layers.png
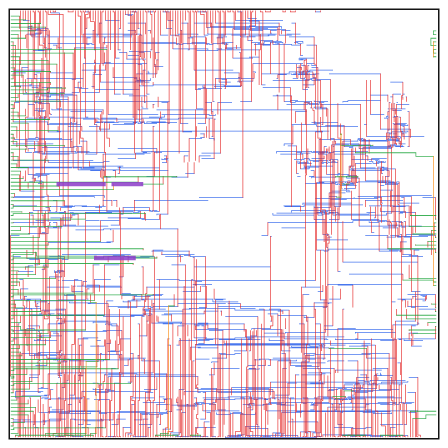
placed.png
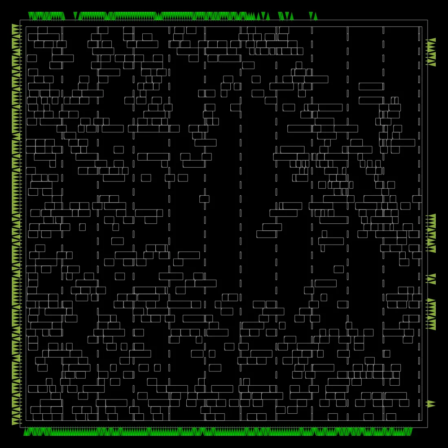
clock_wires.png
Scale bar: 50 um.
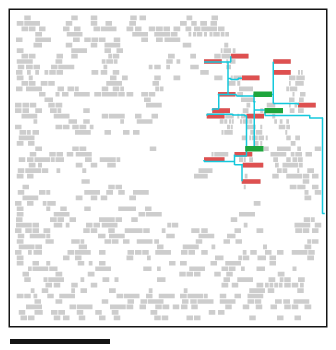
closeup.png
Region (59, 27) to (99, 67) um. Cells in gray, sequential cells in the stronger gray; small squares are vias.
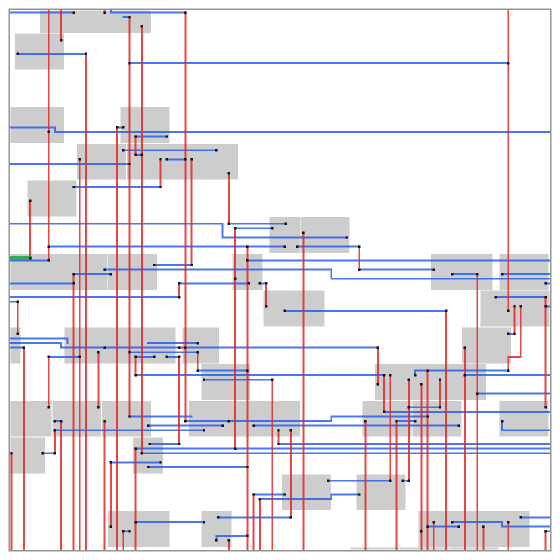
m3.png
Scale bar: 50 um.
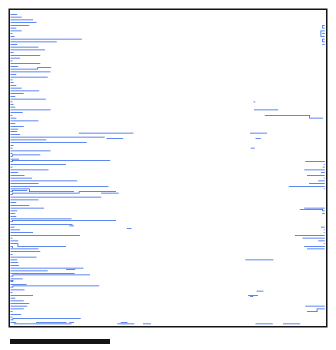
Design ram_rr_arbiter, sky130hd; sources not shown.
==> flow_summary.json <==
{
  "run_status": "finished clean",
  "syn-cell-area_sq_um": 3300,
  "cts.sink_count": 14,
  "max_slew.worst_pin.slew_ns": 1.08,
  "synth_nets": 614,
  "cell_with_the_largest_stage_delay_on_the_worst_path": "mux4_2",
  "p_switching_mw": 1.48,
  "synth-compound-area-share_pct": 6.97,
  "synthTopCellsByArea": "mux4_2 46%, and3_1 12%, dfrtp_1 11%",
  "sw_frac_of_total_pct": 40.7,
  "core_area_sq_um": 23300,
  "timing.critical_path.required_ns": 3.13,
  "placedCellCount": 914,
  "mi_logic_area_sq_um": 2510,
  "pg_seq_mw": 0.376,
  "grt_antenna_before_repair": 5,
  "worst_hold_path.num_cells": 1,
  "synth.cellmix.adderShare_pct": 3.41,
  "synth.logic.top_family": "multiplexers",
  "cts_setup_buffers": 0,
  "fmax_ghz": 0.245,
  "ctsLongestPathBuffers": 2,
  "area_fraction_of_the_dominant_cell_type_after_synthesis_pct": 46.3,
  "mux_area_share_pct": 47.0,
  "synth.cellmix.xorXnorShare_pct": 0.265,
  "placed_area_sq_um": 6930,
  "io_buffers": 344,
  "finish.instance_area_sq_um": 7160,
  "route.met2.wl_mm": 11.4,
  "synth-cells-yosys": 301,
  "worst_ir_drop_vdd_v": 0.000233,
  "detailedRoute.firstIterationViolations": 129,
  "net_count_final": 917,
  "fraction_of_met2_tracks_used_by_global_routing_pct": 30.1,
  "highest-signal-layer": "met5",
  "critPathMostFrequentCell": "clkdlybuf4s50_1",
  "die_h_um": 158,
  "combPwrFrac_pct": 83.7,
  "final_hold_slack_ns": 0.346,
  "power_per_cell_area_nw_per_um2": 508,
  "number_of_nets_with_antenna_violations_after_routing": 0,
  "flop_area_sq_um": 359,
  "dp_slack_ns": -0.00385,
  "slew_headroom_pct": 28.1,
  "grt.busiest_layer": "met2",
  "tritoncts.num_buffers": 3,
  "cellInternalPower_mw": 2.15,
  "slowest_cell_delay_on_critical_path_ns": 0.49,
  "cts_resized": 5,
  "grt_start_max_net_pins": 72,
  "design_power_total_mw": 3.63,
  "timing.final.crit_period_ns": 4.07,
  "route.layer.met1.wl_mm": 7.65,
  "grt_first_pass_wirelength_mm": 29.0,
  "seq_power_share_pct": 10.4,
  "timing.setup.tns_ns": 0,
  "fp-utilization_pct": 14.2,
  "critical_path_cell_list": "clkdlybuf4s50_1 -> or2_2 -> mux4_2 -> buf_12 -> clkbuf_16 -> and3_1 -> clkdlybuf4s50_1",
  "power.combinational.total_mw": 3.04,
  "worstSetupPathType": "in2out",
  "area_growth_pct": 117,
  "report.final.hold_viol_count": 0,
  "die_area_sq_um": 24800,
  "hold_class": "reg2reg",
  "grt_setup_unrepaired": "true",
  "drt_pre_antenna_iters": 6,
  "synth.avg_cell_area_sq_um": 11.0,
  "timing.reg2reg.setup_slack_ns": 1.50,
  "ys.warnings.count": 0,
  "fin_ws_ns": 0.0257,
  "stage_log_warnings": 32,
  "proportion_of_synthesized_chip_area_in_sequential_cells_pct": 10.6,
  "syn_inst": 301,
  "crit_path_max_fanout": 23,
  "arrival_time_reported_for_the_critical_path_endpoint_ns": 3.10,
  "netlist.top_cell.by_area": "mux4_2"
}
Back to the opening pictures, layers.png:
color	layer	wire length
red	M2	11,400 um
purple	M5	40.5 um
blue	M1	7,650 um
green	M3	1,800 um
orange	M4	204 um
total wirelength of the detailed-routed design: 21.1 mm
detailed-route wire length per cell: 22.8 um
GR Util All Layers: 15.9%

Back to the opening pictures, placed.png:
floorplan row count: 56
number of standard cells in the layout, taps in and fillers out: 924
Seq/total area: 5.02%
Filler Cell Count: 2,411

Back to the opening pictures, clock_wires.png:
[red] flip-flops | count: 14
[cyan] clock wires | length: 322 um
[green] clock-net drivers | count: 3
routed clock nets	4
clock latency at the later pin of the worst-skew pair: 0.25 ns
reported clock group power: 0.216 mW

Back to the opening pictures, closeup.png:
color	layer
red	M2
blue	M1
green	M3
sequential cells in the window	0
most frequent	clkdlybuf4s50_1 (18), mux4_2 (7), and3_1 (4)
cells with their middle in the window	34

Back to the opening pictures, m3.png:
nets with wire on the layer	158
share of all routed wire	8.6%
main direction	horizontal
number of vias after detailed routing: 3,915
met3 Track Usage GR: 5.67%

[critical path: cells and delay by family]
| family | cells | cell delay, ns |
|---|---|---|
| buffers and inverters | 4 | 1.29 |
| multiplexers | 1 | 0.49 |
| AND/OR/NAND/NOR | 2 | 0.50 |
[cell usage after synthesis]
cell type   n
ha_1        9
o31ai_1     1
nor2b_1     1
dfrtp_1    14
nor2_1      5
a2111o_1    1
a31o_2      3
buf_1       3
o211ai_1    1
xnor2_1     1
o21ai_0     6
mux2_2      2
or4_1       1
and3_1     66
buf_6       4
o41ai_1     1
or2_2       3
buf_4      33
and2_4      1
nand3_1     6
a21oi_1     5
clkbuf_1   18
inv_1      11
or2_1       1
nand2b_1    1
a32o_1      2
o21ba_2     1
and4_4      1
o2111ai_1   2
nor4b_1     1
o22ai_1     2
o211a_1     1
o32ai_1     1
nand3b_1    1
a211oi_1    1
mux4_2     68
a21o_1      2
nor3b_1     1
nand2_1     7
a211oi_2    1
nor4_1      3
buf_2       8
[cell usage in the layout, fill, tap and decap left out, drive strengths merged, types with 2 or more instances in the layout]
cell type	synthesis	final
a31o	3	3
diode	0	2
dfrtp	14	14
a21o	2	2
nor4	3	3
a21oi	5	5
clkdlybuf4s50	0	317
nand3	6	6
clkbuf	18	6
dlymetal6s2s	0	22
or2	4	4
ha	9	9
buf	48	18
o2111ai	2	2
a211oi	2	2
mux2	2	2
mux4	68	68
and3	66	66
o21ai	6	6
o22ai	2	2
inv	11	11
nor2	5	5
a32o	2	2
nand2	7	7
dlygate4sd2	0	5
[area by class of cell]
cell class | instances | share of cell area [%]
tap | 319 | 5.58
multi-input combinational | 210 | 35.0
clock buffer | 4 | 1.24
antenna | 2 | 0.0699
timing repair buffer | 364 | 52.5
sequential | 14 | 5.02
inverter | 11 | 0.577
Power and IR drop assume default switching activity.
